<file path="src/rtl/mux_pkg.sv">
// Shared constants and helpers for the registered N:1 multiplexer.
package mux_pkg;

    localparam int DEFAULT_WIDTH = 8;
    localparam int DEFAULT_N     = 4;
    localparam int DEFAULT_CNT_W = 16;

    // Smallest b with 2**b >= value; clog2(1) == 0.
    function automatic int clog2(input int value);
        int result;
        result = 0;
        for (int i = 0; i < 31; i++) begin
            if ((1 << i) < value) begin
                result = i + 1;
            end
        end
        return result;
    endfunction

endpackage

</file>
<file path="src/rtl/rr_pointer.sv">
// Round-robin grant pointer: picks the first valid channel after the last
// accepted one and advances only when that channel's word is taken.
module rr_pointer
    import mux_pkg::*;
#(
    parameter int N     = DEFAULT_N,
    parameter int SEL_W = 2
) (
    input  logic             clk,
    input  logic             rst,
    input  logic [N-1:0]     in_valid,
    input  logic             accept,
    output logic [SEL_W-1:0] grant_idx,
    output logic             grant_valid
);

    logic [SEL_W-1:0] ptr;

    always_comb begin
        int idx;
        idx         = 0;
        grant_valid = 1'b0;
        grant_idx   = '0;
        for (int k = 1; k <= N; k++) begin
            idx = (int'(ptr) + k) % N;
            if (!grant_valid && in_valid[idx]) begin
                grant_valid = 1'b1;
                grant_idx   = SEL_W'(idx);
            end
        end
    end

    // Reset to N-1 so that channel 0 is searched first.
    always_ff @(posedge clk) begin
        if (rst) begin
            ptr <= SEL_W'(N - 1);
        end else if (accept) begin
            ptr <= grant_idx;
        end
    end

endmodule

</file>
<file path="src/rtl/mux_nto1_reg.sv">
// Registered N:1 valid/ready multiplexer with an accepted-word counter.
// Define MUX_RR_ARB_EN for round-robin arbitration; otherwise sel picks the channel.
module mux_nto1_reg
    import mux_pkg::*;
#(
    parameter int WIDTH = DEFAULT_WIDTH,
    parameter int N     = DEFAULT_N,
    parameter int SEL_W = 2,
    parameter int CNT_W = DEFAULT_CNT_W
) (
    input  logic               clk,
    input  logic               rst,
    input  logic [N*WIDTH-1:0] in_data,
    input  logic [N-1:0]       in_valid,
    output logic [N-1:0]       in_ready,
    input  logic [SEL_W-1:0]   sel,
    output logic [WIDTH-1:0]   out_data,
    output logic [SEL_W-1:0]   out_ch,
    output logic               out_valid,
    input  logic               out_ready,
    output logic [CNT_W-1:0]   out_count
);

    if (SEL_W < clog2(N)) begin : g_sel_w_check
        $error("mux_nto1_reg: SEL_W too narrow for N channels");
    end
    if (N < 2) begin : g_n_check
        $error("mux_nto1_reg: N must be at least 2");
    end

    logic             load_en;
    logic             accept;
    logic [SEL_W-1:0] grant_idx;
    logic             grant_valid;
    logic [WIDTH-1:0] grant_data;

`ifdef MUX_RR_ARB_EN
    logic unused_sel;
    assign unused_sel = ^sel;

    rr_pointer #(
        .N     (N),
        .SEL_W (SEL_W)
    ) u_rr_pointer (
        .clk         (clk),
        .rst         (rst),
        .in_valid    (in_valid),
        .accept      (accept),
        .grant_idx   (grant_idx),
        .grant_valid (grant_valid)
    );
`else
    // Out-of-range selects grant nothing rather than aliasing onto a channel.
    assign grant_idx   = sel;
    assign grant_valid = (int'(sel) < N);
`endif

    assign load_en = !out_valid || out_ready;

    always_comb begin
        in_ready   = '0;
        grant_data = '0;
        for (int i = 0; i < N; i++) begin
            if (grant_idx == SEL_W'(i)) begin
                in_ready[i] = !rst && grant_valid && load_en;
                grant_data  = in_data[i*WIDTH +: WIDTH];
            end
        end
    end

    assign accept = |(in_valid & in_ready);

    // A drain and a fresh accept on the same edge simply overwrite the register.
    always_ff @(posedge clk) begin
        if (rst) begin
            out_valid <= 1'b0;
            out_data  <= '0;
            out_ch    <= '0;
            out_count <= '0;
        end else if (accept) begin
            out_valid <= 1'b1;
            out_data  <= grant_data;
            out_ch    <= grant_idx;
            out_count <= out_count + CNT_W'(1);
        end else if (out_ready) begin
            out_valid <= 1'b0;
        end
    end

endmodule

</file>
<file path="config.mk">
export PLATFORM = sky130hd
export DESIGN_NAME = mux_nto1_reg
export DESIGN_NICKNAME = d
export VERILOG_FILES = /design/src/rtl/mux_pkg.sv /design/src/rtl/rr_pointer.sv /design/src/rtl/mux_nto1_reg.sv
export SDC_FILE = /design/constraint.sdc
export NUM_CORES = 1
export LEC_CHECK = 0
export CORE_MARGIN = 1.5
export CORE_UTILIZATION = 41
export CTS_BUF_LIST = sky130_fd_sc_hd__clkbuf_8
export DETAILED_ROUTE_END_ITERATION = 10
export PLACE_DENSITY = 0.9
export SLEW_MARGIN = 0
export SYNTH_ARGS = -nofsm -noshare
export SYNTH_HDL_FRONTEND = slang
export SYNTH_SLANG_ARGS = --single-unit
</file>
<file path="constraint.sdc">
create_clock -name clk -period 2.35 [get_ports clk]
set_clock_uncertainty 0.1 [all_clocks]
set_input_delay 0.235 -clock clk [delete_from_list [all_inputs] [get_ports clk]]
set_output_delay 0.235 -clock clk [all_outputs]
set_load 0.01 [all_outputs]
</file>
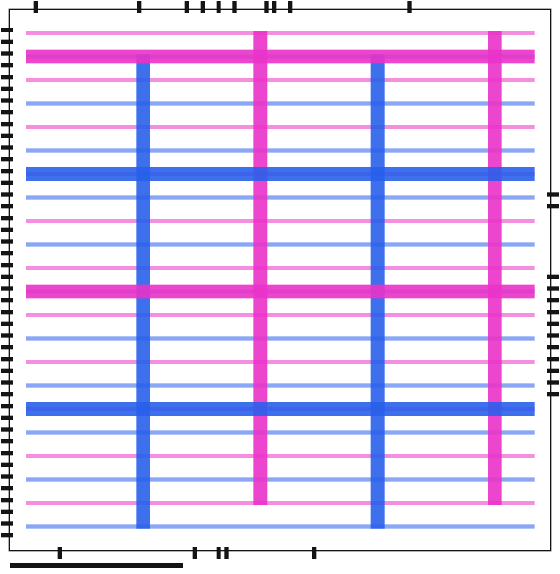
Fig. 1. Supply network (run 1).
Bar = 20 um. Pins as bars on the die edge.
| colour | net |
|---|---|
| blue | VSS |
| magenta | VDD |
met4 straps: 4
met1 rails: 22

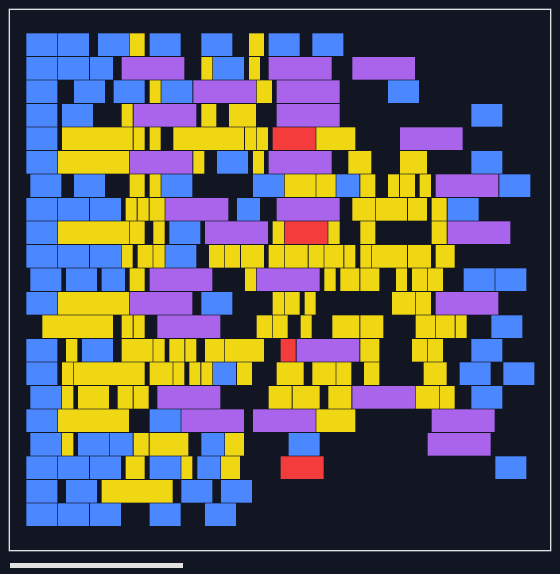
Fig. 2. Cell classes on the final placement (run 1).
Bar = 20 um.
| colour | class | cells | share of their area |
|---|---|---|---|
| purple | registers | 27 | 24% |
| blue | remaining buffers and delay cells | 79 | 35% |
| yellow | remaining logic cells | 124 | 39% |
| red | clock drivers and dummy loads | 4 | 2.1% |

==> out/qor.log, run 1 <==
[grt] busiest layer in global routing met2
[floorplan] number of standard-cell rows in the floorplan 21
[job] Maximum Capacitance Violations 0
[synth] area share of and-or/or-and cells after synthesis 0.153
[pwr] reported sequential group power 0.000484 W
[grt] GR met3 Demand/Resource 0.0541
[timing] final total negative setup slack 0 ns
[pwr] static power due to leakage 0.794 nW
[worst_setup_path] Setup CP Type input pin to output port
[clock_tree] clock root cell sky130_fd_sc_hd__clkbuf_8
[floorplan] core utilization at floorplan 0.432
[synth] Synth area leader sky130_fd_sc_hd__dfxtp_1
[clock_tree] number of buffers added for setup after CTS 0
[timing] post-route worst hold slack 0.360 ns
[worst_setup_path] Largest stage delay, worst path 0.59 ns
[route] count of nets left with antenna violations after detail routing 0
[route] wl on met1 1600 um
[worst_setup_path] worst reg2reg path depth 4
[clock_tree] CTS hold repair buffers 0
[pwr] internal power contribution 0.000730 W
[route] post-DR wirelength/cell 15.0 um
[placed_design] PortBufs 71
[cells_and_area] leading cell types in the layout, fill and taps excluded 71 x sky130_fd_sc_hd__clkdlybuf4s50_1, 29 x sky130_fd_sc_hd__nand2_1, 27 x sky130_fd_sc_hd__dfxtp_1
[timing] number of setup violations in the final report 0
[route] via count 1,545
[cells_and_area] count of filler cells inserted in the layout 291
[synth] cell with the most instances after synthesis sky130_fd_sc_hd__nand2_1
[worst_setup_path] source of the worst register-to-register timing path out_count[3]
[pwr] Comb power 0.000226 W
[worst_setup_path] endpoint required time on the critical path 2.02 ns
[route] first-pass iteration count of the detailed router 5
[route] number of design rule violations left after detail routing 0
[pwr] part of the power in the clock network 0.272
[placed_design] total cell area at the placement stage 0.00221 mm2
[placed_design] gp weighted congestion 0.823
[pwr] Reg power frac 0.496
[synth] Syn Inst Count 162
[worst_setup_path] cell family with the largest share of critical-path delay buffers and inverters
[pwr] P per Cell Area 430 mW/mm2
[placed_design] detailed placer's ending HPWL 3330 um
[clock_tree] Insertion Delay late pin 0.28 ns
[route] drt initial violations 80
[synth] share of the synthesized netlist area taken by xor and xnor gates 0.0121
[cells_and_area] fraction of final layout cells with drive strength greater than 1 0.111
[timing] Final Critical Period 2.19 ns
[synth] Multiplexer share 0.160
[synth] number of warnings printed during yosys synthesis 0
[min_path] type of the worst min-delay path register to register
[worst_setup_path] CP Max Fanout 15
[synth] area share of and/or/nand/nor cells after synthesis 0.238
[worst_setup_path] sort of element at the start of the critical path input pin
[grt] global-route track usage on met1 0.225
[floorplan] total die size 0.00391 mm2
[clock_tree] number of sinks on the clock net 27
[worst_setup_path] critical-path cell list clkdlybuf4s50_1 > buf_4 > nor4_2 > clkdlybuf4s50_1
[pwr] Comb pwr share 0.232
[synth] ys cells 162
[worst_setup_path] cell mode on critical path sky130_fd_sc_hd__clkdlybuf4s50_1
[cells_and_area] most common logic cell in the routed design sky130_fd_sc_hd__clkdlybuf4s50_1
[pwr] clock distribution power 0.000265 W
[worst_setup_path] Worst Setup EP in_ready[0]
[worst_setup_path] Bufs and invs on worst path 3
[synth] number of enable flip-flop cells 0
[synth] sequential area share after synthesis 0.372
[synth] arithmetic-cell share of the synthesized area counting full adders, half adders and majority gates 0.00862
[synth] YS chip area 0.00145 mm2
[floorplan] Die W 62.5 um
[synth] portion of synthesized cell area occupied by the leading cell type 0.372
[placed_design] Setup WS pre-CTS 0.0455 ns
[worst_setup_path] endpoint of the worst register-to-register path out_count[15]
[grt] wire length of the first global-routing pass 6600 um
[route] routed wire length on met2 2170 um
[worst_setup_path] Worst EP arrival 1.86 ns
[status] status completed
[synth] Dominant comb cell simple AND/OR/NAND/NOR gates
[synth] Synth area leaders sky130_fd_sc_hd__dfxtp_1 37%, sky130_fd_sc_hd__mux4_2 14%, sky130_fd_sc_hd__nand2_1 7.5%
[timing] Final Worst Setup Slack 0.160 ns
[pwr] highest-power group registers
[floorplan] Top Ports 72
[floorplan] die height 62.5 um
[worst_setup_path] source of the critical timing path sel[0]
[synth] Main synth FF type sky130_fd_sc_hd__dfxtp_1
[clock_tree] clock slew at the register clock pins of the worst setup and hold paths 0.09 ns
[cells_and_area] Area Growth Syn to Fin 56.1%
[pwr] switching fraction of total power 0.252
[grt] antenna violations before repair 0
[pwr] Psw 0.000245 W
[route] highest routed layer met4
[route] via count normalized by instance count 5.52
[timing] final number of hold-violating endpoints 0
[timing] RSZ-0062 raised after global routing no
[timing] transition time at the pin with the least slew margin 0.628 ns
[timing] period utilization 0.932
[synth] Post-synth regs 27
[min_path] number of cells on the worst hold path 2
[worst_setup_path] total number of cells along the worst setup path 4
[grt] number of global-route vias before repair 1,507
[cells_and_area] nets@finish 277
[synth] cell area after synthesis 0.00145 mm2
[worst_setup_path] cell at the slowest stage of the critical path sky130_fd_sc_hd__clkdlybuf4s50_1
[synth] leading cell types by count after synthesis 29 x sky130_fd_sc_hd__nand2_1, 27 x sky130_fd_sc_hd__dfxtp_1, 20 x sky130_fd_sc_hd__a21oi_1, 9 x sky130_fd_sc_hd__mux4_2
[min_path] source of the worst hold timing path out_data[5]
[grt] total grt overflow 0
[job] number of warning messages in the logs 26
[synth] share of flip-flops with an asynchronous set or reset 0
[timing] number of max-slew violations in the final report 0
[worst_setup_path] internal reg-to-reg setup slack 0.41 ns
[floorplan] core outline area 0.00336 mm2
[grt] largest net degree at the start of global routing 19
[worst_setup_path] CP endpoint kind output port
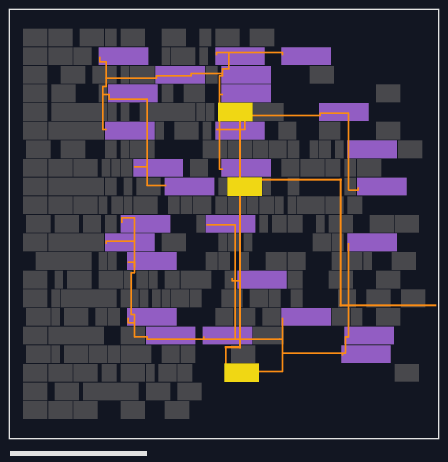
Fig. 3. Clock wires, drivers and flops (run 1).
Bar = 20 um.
[yellow] clock-net drivers | count: 3
[orange] clock wires | length: 326 um
[purple] flip-flops | count: 27
routed clock nets: 4

-- run 1: layout make-up --
class / instances / area, um2 / share of cell area
multi-input combinational: 120 / 836 / 0.369
tap: 46 / 57.6 / 0.0254
inverter: 4 / 15.0 / 0.00663
clock buffer: 3 / 41.3 / 0.0182
timing repair buffer: 79 / 771 / 0.340
sequential: 27 / 541 / 0.239
clock inverter: 1 / 5.00 / 0.00221
-- run 1: registers in the layout, indices dropped and copies added, names as in the netlist --
name / flops
out_ch: 2
out_count: 16
out_data: 8
out_valid: 1
-- run 1: metrics by stage --
step / utilization / instances / total power, W
floorplan: - / 162 / 0.000590
global placement: 0.658 / 276 / 0.000709
detailed placement: 0.658 / 276 / 0.000718
CTS: 0.672 / 280 / 0.000977
global route: 0.674 / 280 / 0.00101
finish: 0.674 / 280 / 0.000975
Fig. 4: run 1, placed standard cells
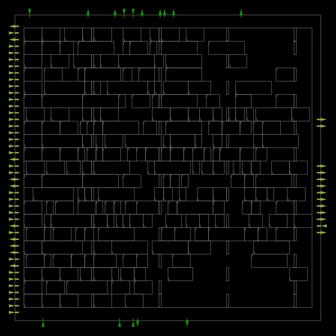

## Run 2: what changed since run 1
--- a/config.mk
+++ b/config.mk
@@ -11,2 +11,3 @@
 export DETAILED_ROUTE_END_ITERATION = 10
+export GPL_ROUTABILITY_DRIVEN = 0
 export PLACE_DENSITY = 0.9
==> constraint.sdc (replaced) <==
create_clock -name clk -period 2.35 [get_ports clk]
set_clock_uncertainty 0.1 [all_clocks]
set_input_delay 0.5875 -clock clk [delete_from_list [all_inputs] [get_ports clk]]
set_output_delay 0.5875 -clock clk [all_outputs]
set_load 0.01 [all_outputs]
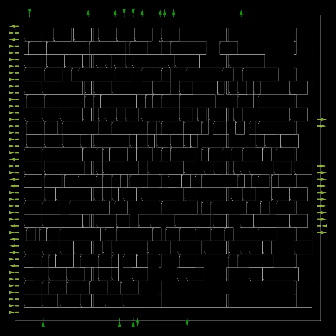
Fig. 5. Placed standard cells (run 2).
core outline area: 0.00336 mm2
count of filler cells inserted in the layout: 277

==> out/qor.log, run 2 <==
[synth] synthesized netlist net count 204
[placed_design] Setup WS pre-CTS -0.413 ns [-0.458 ns]
[placed_design] detailed placer's ending HPWL 3100 um [-7.0%]
[synth] ys cells 162 [unchanged]
[cells_and_area] multi-input combinational cell area 841 um2 [+0.60%]
[synth] share of flip-flops with an asynchronous set or reset 0 [unchanged]
[cells_and_area] sequential cell count of the final layout 27 [unchanged]
[clock_tree] number of buffers on the longest clock path 2
[clock_tree] Insertion Delay late pin 0.28 ns [about the same]
[route] highest routed layer met4
[min_path] type of the worst min-delay path register to register
[synth] synthesized area per cell 8.96 um2
[worst_setup_path] Setup CP Type input pin to output port
[clock_tree] clock root cell sky130_fd_sc_hd__clkbuf_8
[worst_setup_path] cell at the slowest stage of the critical path sky130_fd_sc_hd__clkdlybuf4s50_1
[timing] transition time at the pin with the least slew margin 0.327 ns [-0.301 ns]
[synth] YS chip area 0.00145 mm2 [unchanged]
[timing] RSZ-0062 raised after global routing yes
[placed_design] PortBufs 71 [unchanged]
[cells_and_area] post-route cell area 0.00231 mm2
[floorplan] core utilization at floorplan 0.432 [unchanged]
[floorplan] number of standard-cell rows in the floorplan 21 [unchanged]
[grt] grt met2 use 0.380
[job] Maximum Capacitance Violations 0 [unchanged]
[route] sum of met3 wire segment lengths after detailed routing 399 um
[grt] antenna violations before repair 0 [unchanged]
[cells_and_area] leading cell types in the layout, fill and taps excluded 65 x sky130_fd_sc_hd__clkdlybuf4s50_1, 29 x sky130_fd_sc_hd__nand2_1, 27 x sky130_fd_sc_hd__dfxtp_1
[timing] number of setup violations in the final report 0 [unchanged]
[clock_tree] Inserted Clock Buffers 3
[synth] Synth area leaders sky130_fd_sc_hd__dfxtp_1 37%, sky130_fd_sc_hd__mux4_2 14%, sky130_fd_sc_hd__nand2_1 7.5%
[cells_and_area] sequential share of cell area 0.234 [-0.00414]
[floorplan] total die size 0.00391 mm2 [unchanged]
[synth] sequential area share after synthesis 0.372 [unchanged]
[synth] Synth area leader sky130_fd_sc_hd__dfxtp_1
[synth] number of warnings printed during yosys synthesis 0 [unchanged]
[worst_setup_path] endpoint required time on the critical path 1.66 ns [-0.36 ns]
[synth] leading cell types by count after synthesis 29 x sky130_fd_sc_hd__nand2_1, 27 x sky130_fd_sc_hd__dfxtp_1, 20 x sky130_fd_sc_hd__a21oi_1, 9 x sky130_fd_sc_hd__mux4_2
[cells_and_area] dominant class by area multi-input combinational cells
[synth] number of enable flip-flop cells 0 [unchanged]
[cells_and_area] non-clock buffer contribution to total cell area 0.349 [+0.00929]
[cells_and_area] nets@finish 283 [+2.2%]
[worst_setup_path] Worst EP arrival 1.65 ns [-0.21 ns]
[floorplan] Die W 62.5 um [unchanged]
[grt] GR met3 Demand/Resource 0.0685 [+0.0144]
[cells_and_area] Area Growth Syn to Fin 58.9%
[pwr] reported sequential group power 0.000483 W [about the same]
[clock_tree] CTS tree done
[grt] number of global-route vias before repair 1,564 [+3.8%]
[cells_and_area] Signal buffers 85 [+7.6%]
[cells_and_area] fraction of the core area covered by cells at the end of the flow 0.686 [+0.0119]
[placed_design] Inst Count DP 282 [+2.2%]
[synth] Main synth FF type sky130_fd_sc_hd__dfxtp_1
[pwr] static power due to leakage 0.837 nW [+5.4%]
[synth] Syn Inst Count 162 [unchanged]
[cells_and_area] biggest registers after layout out_count (16), out_data (8), out_ch (2)
[clock_tree] number of buffers added for setup after CTS 0 [unchanged]
[timing] period utilization 0.993 [+0.0605]
[route] post-DR wirelength/cell 13.7 um [-8.5%]
[worst_setup_path] CP endpoint kind output port
[route] count of nets left with antenna violations after detail routing 0 [unchanged]
[pwr] Comb power 0.000233 W [+3%]
[timing] post-route worst hold slack 0.358 ns [-0.00281 ns]
[route] via count 1,568 [+1.5%]
[floorplan] Tap Count 46 [unchanged]
[cells_and_area] non-clock inverter instance count of the final layout 4 [unchanged]
[timing] Achievable Freq 429 MHz
[worst_setup_path] sort of element at the start of the critical path input pin
[cells_and_area] FF+latch area 541 um2 [unchanged]
[cells_and_area] number of antenna diodes 0
[job] number of warning messages in the logs 27 [+3.8%]
[route] wl on met1 1530 um [-4.4%]
[timing] final total negative setup slack 0 ns [unchanged]
[floorplan] die height 62.5 um [unchanged]
[route] via count normalized by instance count 5.48 [-0.64%]
[cells_and_area] largest register by flop count out_count
[timing] number of max-slew violations in the final report 0 [unchanged]
[synth] cell area after synthesis 0.00145 mm2 [unchanged]
[pwr] highest-power group registers
[cells_and_area] Comb gates 120 [unchanged]
[pwr] P per Cell Area 427 mW/mm2 [-0.63%]
[worst_setup_path] critical-path cell list clkdlybuf4s50_1 > nor2b_2 > buf_4 > nor4_2 > buf_2
[placed_design] total cell area at the placement stage 0.00227 mm2 [+2.6%]
[cells_and_area] most common logic cell in the routed design sky130_fd_sc_hd__clkdlybuf4s50_1
[clock_tree] CTS hold repair buffers 0 [unchanged]
[synth] cell with the most instances after synthesis sky130_fd_sc_hd__nand2_1
[grt] overall fraction of global-route tracks in use 0.213
[route] drt initial violations 69 [-14%]
[worst_setup_path] cell family with the largest share of critical-path delay buffers and inverters
[timing] Final Critical Period 2.33 ns [+0.142 ns]
[synth] portion of synthesized cell area occupied by the leading cell type 0.372 [unchanged]
[grt] largest net degree at the start of global routing 27 [+8]
[pwr] Comb pwr share 0.236 [+0.004]
[pwr] worst IR drop on VDD 0.000222 V
[timing] final number of hold-violating endpoints 0 [unchanged]
[pwr] internal power contribution 0.000737 W [+1.1%]
[cells_and_area] flip-flop count of the largest register after layout 16 [unchanged]
[cells_and_area] fraction of final layout cells with drive strength greater than 1 0.158 [+0.0472]
[grt] total grt overflow 0 [unchanged]
[route] final wirelength 3930 um
[cells_and_area] multi-input logic portion of the cell area 0.365 [-0.00423]
[clock_tree] count of cells resized by post-cts repair 20
[grt] global-route track usage on met1 0.238 [+0.0132]
[pwr] switching fraction of total power 0.252 [+0.000302]
[synth] Distinct lib cells used 34
[worst_setup_path] CP Max Fanout 2 [-13]
[clock_tree] number of sinks on the clock net 27 [unchanged]
[status] status completed
[timing] Slew HR 0.780
[pwr] Overall Power 0.000986 W [+1.1%]
[timing] Final Worst Setup Slack 0.0173 ns [-0.142 ns]
[pwr] clock distribution power 0.000270 W [+2%]
[route] routed wire length on met2 1960 um [-9.6%]
[grt] wire length of the first global-routing pass 6750 um [+2.3%]
[route] first-pass iteration count of the detailed router 4 [-1]
[clock_tree] clock slew at the register clock pins of the worst setup and hold paths 0.09 ns [about the same]
[clock_tree] H-Tree Depth 1
[worst_setup_path] Bufs and invs on worst path 3 [unchanged]
[route] number of design rule violations left after detail routing 0 [unchanged]
[pwr] part of the power in the clock network 0.274 [+0.002]
[pwr] Reg power frac 0.490 [-0.006]
[cells_and_area] clock network share of area 0.0201 [-0.000355]
[grt] busiest layer in global routing met2
[worst_setup_path] Largest stage delay, worst path 0.48 ns [-0.11 ns]
[floorplan] Top Ports 72 [unchanged]
[synth] Post-synth regs 27 [unchanged]
[cells_and_area] clkbuf count 3 [unchanged]
[cells_and_area] post-layout instance count excluding filler cells 286 [+2.1%]
[pwr] Psw 0.000248 W [+1.2%]
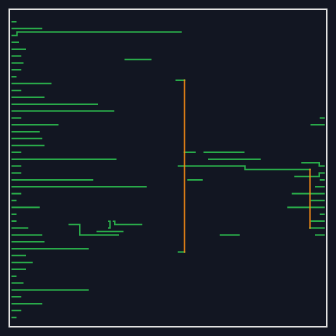
Fig. 6. Signal wires by layer (run 2).
Two of the layers only.
| colour | layer | wire length |
|---|---|---|
| green | M3 | 399 um |
| orange | M4 | 45.6 um |

## run 2: kinds of logic (layout without fill, tap and decap cells)
| group | Yosys count | after routing | share of synthesized area |
|---|---|---|---|
| multiplexers | 12 | 12 | 0.160 |
| AND-OR/OR-AND | 37 | 37 | 0.153 |
| AND/OR/NAND/NOR | 68 | 68 | 0.238 |
| adder cells (fa/ha/maj) | 1 | 1 | 0.00862 |
| flip-flops | 27 | 27 | 0.372 |
| XOR/XNOR | 2 | 2 | 0.0121 |
| buffers and inverters | 15 | 93 | 0.0560 |
## run 2: worst paths after layout
check	start	end	slack (ns)	depth (start not counted)
worst max-delay path	out_ready	in_ready[0]	0.02	5
worst min-delay path	out_data[5]	out_data[5]	0.36	2
worst max register to register	out_count[3]	out_count[15]	0.38	4
worst min register to register	out_data[5]	out_data[5]	0.36	2
Fig. 7: run 2, clock wires, drivers and flops
Bar = 20 um.
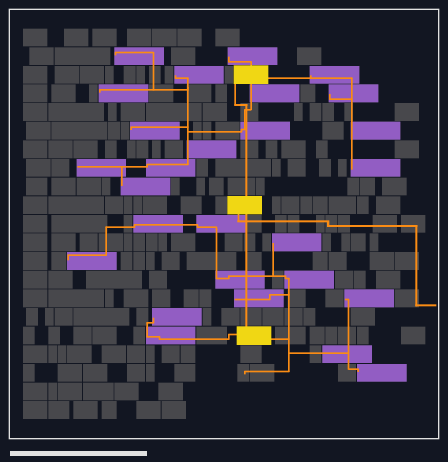

## Run 3: what changed since run 2
- CAP_MARGIN: default -> 20
- MAX_ROUTING_LAYER: default -> met4
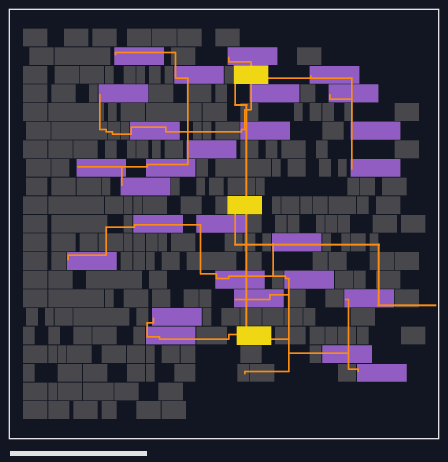
Fig. 8. Clock wires, drivers and flops (run 3).
Bar = 20 um.
[orange] clock wires | length: 337 um
[purple] flip-flops | count: 27
[yellow] clock-net drivers | count: 3
routed clock nets: 4

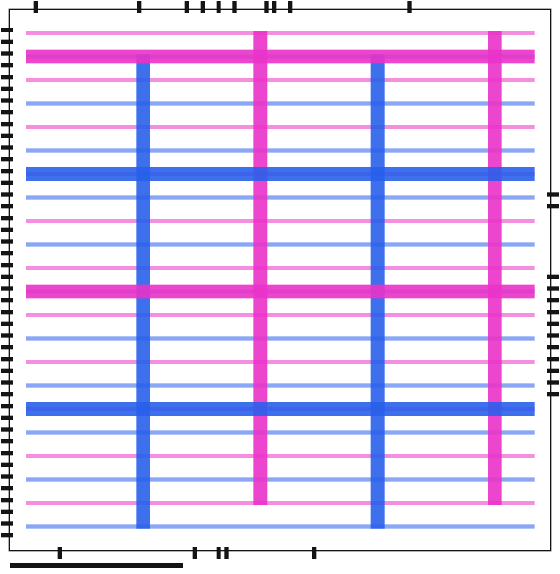
Fig. 9. Supply network (run 3).
Bar = 20 um. Pins as bars on the die edge.
| colour | net |
|---|---|
| blue | VSS |
| magenta | VDD |
rows: 21
met1 rails: 22
signal pins: 72

==> out/qor.log, run 3 <==
[clock_tree] clock slew at the register clock pins of the worst setup and hold paths 0.09 ns [about the same]
[worst_setup_path] worst reg2reg path depth 4 [unchanged]
[cells_and_area] fraction of the core area covered by cells at the end of the flow 0.686 [unchanged]
[synth] Synth area leader sky130_fd_sc_hd__dfxtp_1
[placed_design] total cell area at the placement stage 0.00227 mm2 [unchanged]
[min_path] capture endpoint of the worst hold path out_data[5]
[synth] share of flip-flops with an asynchronous set or reset 0 [unchanged]
[clock_tree] clock root cell sky130_fd_sc_hd__clkbuf_8
[cells_and_area] multi-input combinational cell area 841 um2 [unchanged]
[job] Maximum Capacitance Violations 0 [unchanged]
[clock_tree] number of sinks on the clock net 27 [unchanged]
[route] via count normalized by instance count 5.45 [-0.57%]
[floorplan] core outline area 0.00336 mm2 [unchanged]
[grt] largest net degree at the start of global routing 27 [unchanged]
[route] highest routed layer met4
[route] count of nets left with antenna violations after detail routing 0 [unchanged]
[route] final wirelength 3920 um [-0.36%]
[worst_setup_path] source of the worst register-to-register timing path out_count[3]
[cells_and_area] most common logic cell in the routed design sky130_fd_sc_hd__clkdlybuf4s50_1
[timing] post-route worst hold slack 0.358 ns [+0.000134 ns]
[cells_and_area] largest register by flop count out_count
[synth] ys cells 162 [unchanged]
[cells_and_area] biggest registers after layout out_count (16), out_data (8), out_ch (2)
[timing] RSZ-0062 raised after global routing yes
[min_path] source of the worst hold timing path out_data[5]
[synth] YS chip area 0.00145 mm2 [unchanged]
[synth] synthesized area per cell 8.96 um2 [unchanged]
[synth] cell area after synthesis 0.00145 mm2 [unchanged]
[grt] grt met2 use 0.380 [unchanged]
[synth] cell with the most instances after synthesis sky130_fd_sc_hd__nand2_1
[cells_and_area] leading cell types in the layout, fill and taps excluded 65 x sky130_fd_sc_hd__clkdlybuf4s50_1, 29 x sky130_fd_sc_hd__nand2_1, 27 x sky130_fd_sc_hd__dfxtp_1
[pwr] Comb power 0.000233 W [about the same]
[clock_tree] Insertion Delay late pin 0.28 ns [about the same]
[timing] number of max-slew violations in the final report 0 [unchanged]
[synth] Dominant comb cell simple AND/OR/NAND/NOR gates
[pwr] P per Cell Area 427 mW/mm2 [about the same]
[clock_tree] number of buffers on the longest clock path 2 [unchanged]
[pwr] clock distribution power 0.000269 W [about the same]
[cells_and_area] flip-flop count of the largest register after layout 16 [unchanged]
[synth] Syn Inst Count 162 [unchanged]
[timing] transition time at the pin with the least slew margin 0.327 ns [+0.000175 ns]
[status] status completed
[pwr] highest-power group registers
[cells_and_area] post-layout instance count excluding filler cells 286 [unchanged]
[worst_setup_path] sort of element at the start of the critical path input pin
[synth] Post-synth regs 27 [unchanged]
[synth] portion of synthesized cell area occupied by the leading cell type 0.372 [unchanged]
[clock_tree] CTS tree done
[route] routed wire length on met2 1940 um [-0.92%]
[synth] Synth area leaders sky130_fd_sc_hd__dfxtp_1 37%, sky130_fd_sc_hd__mux4_2 14%, sky130_fd_sc_hd__nand2_1 7.5%
[cells_and_area] FF+latch area 541 um2 [unchanged]
[worst_setup_path] endpoint of the worst register-to-register path out_count[15]
[pwr] Overall Power 0.000985 W [about the same]
[synth] number of warnings printed during yosys synthesis 0 [unchanged]
[placed_design] PortBufs 71 [unchanged]
[worst_setup_path] CP Max Fanout 2 [unchanged]
[cells_and_area] number of antenna diodes 0 [unchanged]
[worst_setup_path] Worst Setup EP in_ready[0]
[grt] wire length of the first global-routing pass 6760 um [+0.10%]
[cells_and_area] nets@finish 283 [unchanged]
[route] via count 1,559 [-0.57%]
[clock_tree] CTS hold repair buffers 0 [unchanged]
[timing] final number of hold-violating endpoints 0 [unchanged]
[placed_design] Inst Count DP 282 [unchanged]
[synth] sequential area share after synthesis 0.372 [unchanged]
[synth] arithmetic-cell share of the synthesized area counting full adders, half adders and majority gates 0.00862 [unchanged]
[pwr] switching fraction of total power 0.252 [-0.000292]
[clock_tree] H-Tree Depth 1 [unchanged]
[worst_setup_path] Worst EP arrival 1.65 ns [about the same]
[timing] Achievable Freq 428 MHz [about the same]
[route] sum of met3 wire segment lengths after detailed routing 325 um [-19%]
[clock_tree] Inserted Clock Buffers 3 [unchanged]
[synth] area share of and/or/nand/nor cells after synthesis 0.238 [unchanged]
[timing] period utilization 0.993 [about the same]
[pwr] part of the power in the clock network 0.273 [about the same]
[route] drt initial violations 76 [+10%]
[timing] Final Worst Setup Slack 0.0154 ns [-0.00184 ns]
[synth] Distinct lib cells used 34 [unchanged]
[worst_setup_path] Setup CP Type input pin to output port
[floorplan] total die size 0.00391 mm2 [unchanged]
[pwr] reported sequential group power 0.000483 W [about the same]
[synth] area share of and-or/or-and cells after synthesis 0.153 [unchanged]
[synth] Main synth FF type sky130_fd_sc_hd__dfxtp_1
[placed_design] Setup WS pre-CTS -0.413 ns [unchanged]
[grt] antenna violations before repair 0 [unchanged]
[pwr] Psw 0.000248 W [-0.16%]
[grt] GR met3 Demand/Resource 0.0523 [-0.0162]
[pwr] worst IR drop on VDD 0.000222 V [+0.10%]
[min_path] number of cells on the worst hold path 2 [unchanged]
[grt] number of global-route vias before repair 1,563 [-0.064%]
[pwr] static power due to leakage 0.837 nW [unchanged]
[floorplan] Die W 62.5 um [unchanged]
[synth] synthesized netlist net count 204 [unchanged]
[route] post-DR wirelength/cell 13.7 um [-0.36%]
[pwr] Comb pwr share 0.236 [about the same]
[worst_setup_path] CP endpoint kind output port
[timing] number of setup violations in the final report 0 [unchanged]
[route] number of design rule violations left after detail routing 0 [unchanged]
[timing] Final Critical Period 2.33 ns [+0.00184 ns]
[worst_setup_path] internal reg-to-reg setup slack 0.38 ns [about the same]
[placed_design] detailed placer's ending HPWL 3100 um [unchanged]
[cells_and_area] Area Growth Syn to Fin 58.9% [unchanged]
[synth] Multiplexer share 0.160 [unchanged]
[cells_and_area] post-route cell area 0.00231 mm2 [unchanged]
[synth] number of enable flip-flop cells 0 [unchanged]
[synth] leading cell types by count after synthesis 29 x sky130_fd_sc_hd__nand2_1, 27 x sky130_fd_sc_hd__dfxtp_1, 20 x sky130_fd_sc_hd__a21oi_1, 9 x sky130_fd_sc_hd__mux4_2
[grt] global-route track usage on met1 0.248 [+0.0103]
[worst_setup_path] source of the critical timing path out_ready
[floorplan] die height 62.5 um [unchanged]
[floorplan] number of standard-cell rows in the floorplan 21 [unchanged]
[job] number of warning messages in the logs 27 [unchanged]
[timing] Slew HR 0.780 [about the same]
run 3: cell counts in the layout (fill, tap and decap cells not counted):
Identical to the previous run, type by type.
run 3: worst max-delay path: stages:
cell and delay (ns):
sky130_fd_sc_hd__clkdlybuf4s50_1 0.48, sky130_fd_sc_hd__nor2b_2 0.06, sky130_fd_sc_hd__buf_4 0.14, sky130_fd_sc_hd__nor4_2 0.19
sky130_fd_sc_hd__buf_2 0.19
run 3: what timing repair did:
item                       CTS  global route
pin swaps                    0             1
setup endpoints to repair   24             1
gates resized               20             1
setup buffers                0             0
run 3: cell type report:
class / count / share of cell area
clock buffer: 3 / 0.0179
clock inverter: 1 / 0.00217
inverter: 4 / 0.00651
multi-input combinational: 120 / 0.365
sequential: 27 / 0.234
tap: 46 / 0.0250
timing repair buffer: 85 / 0.349
Power is estimated from default activity; no workload was simulated.
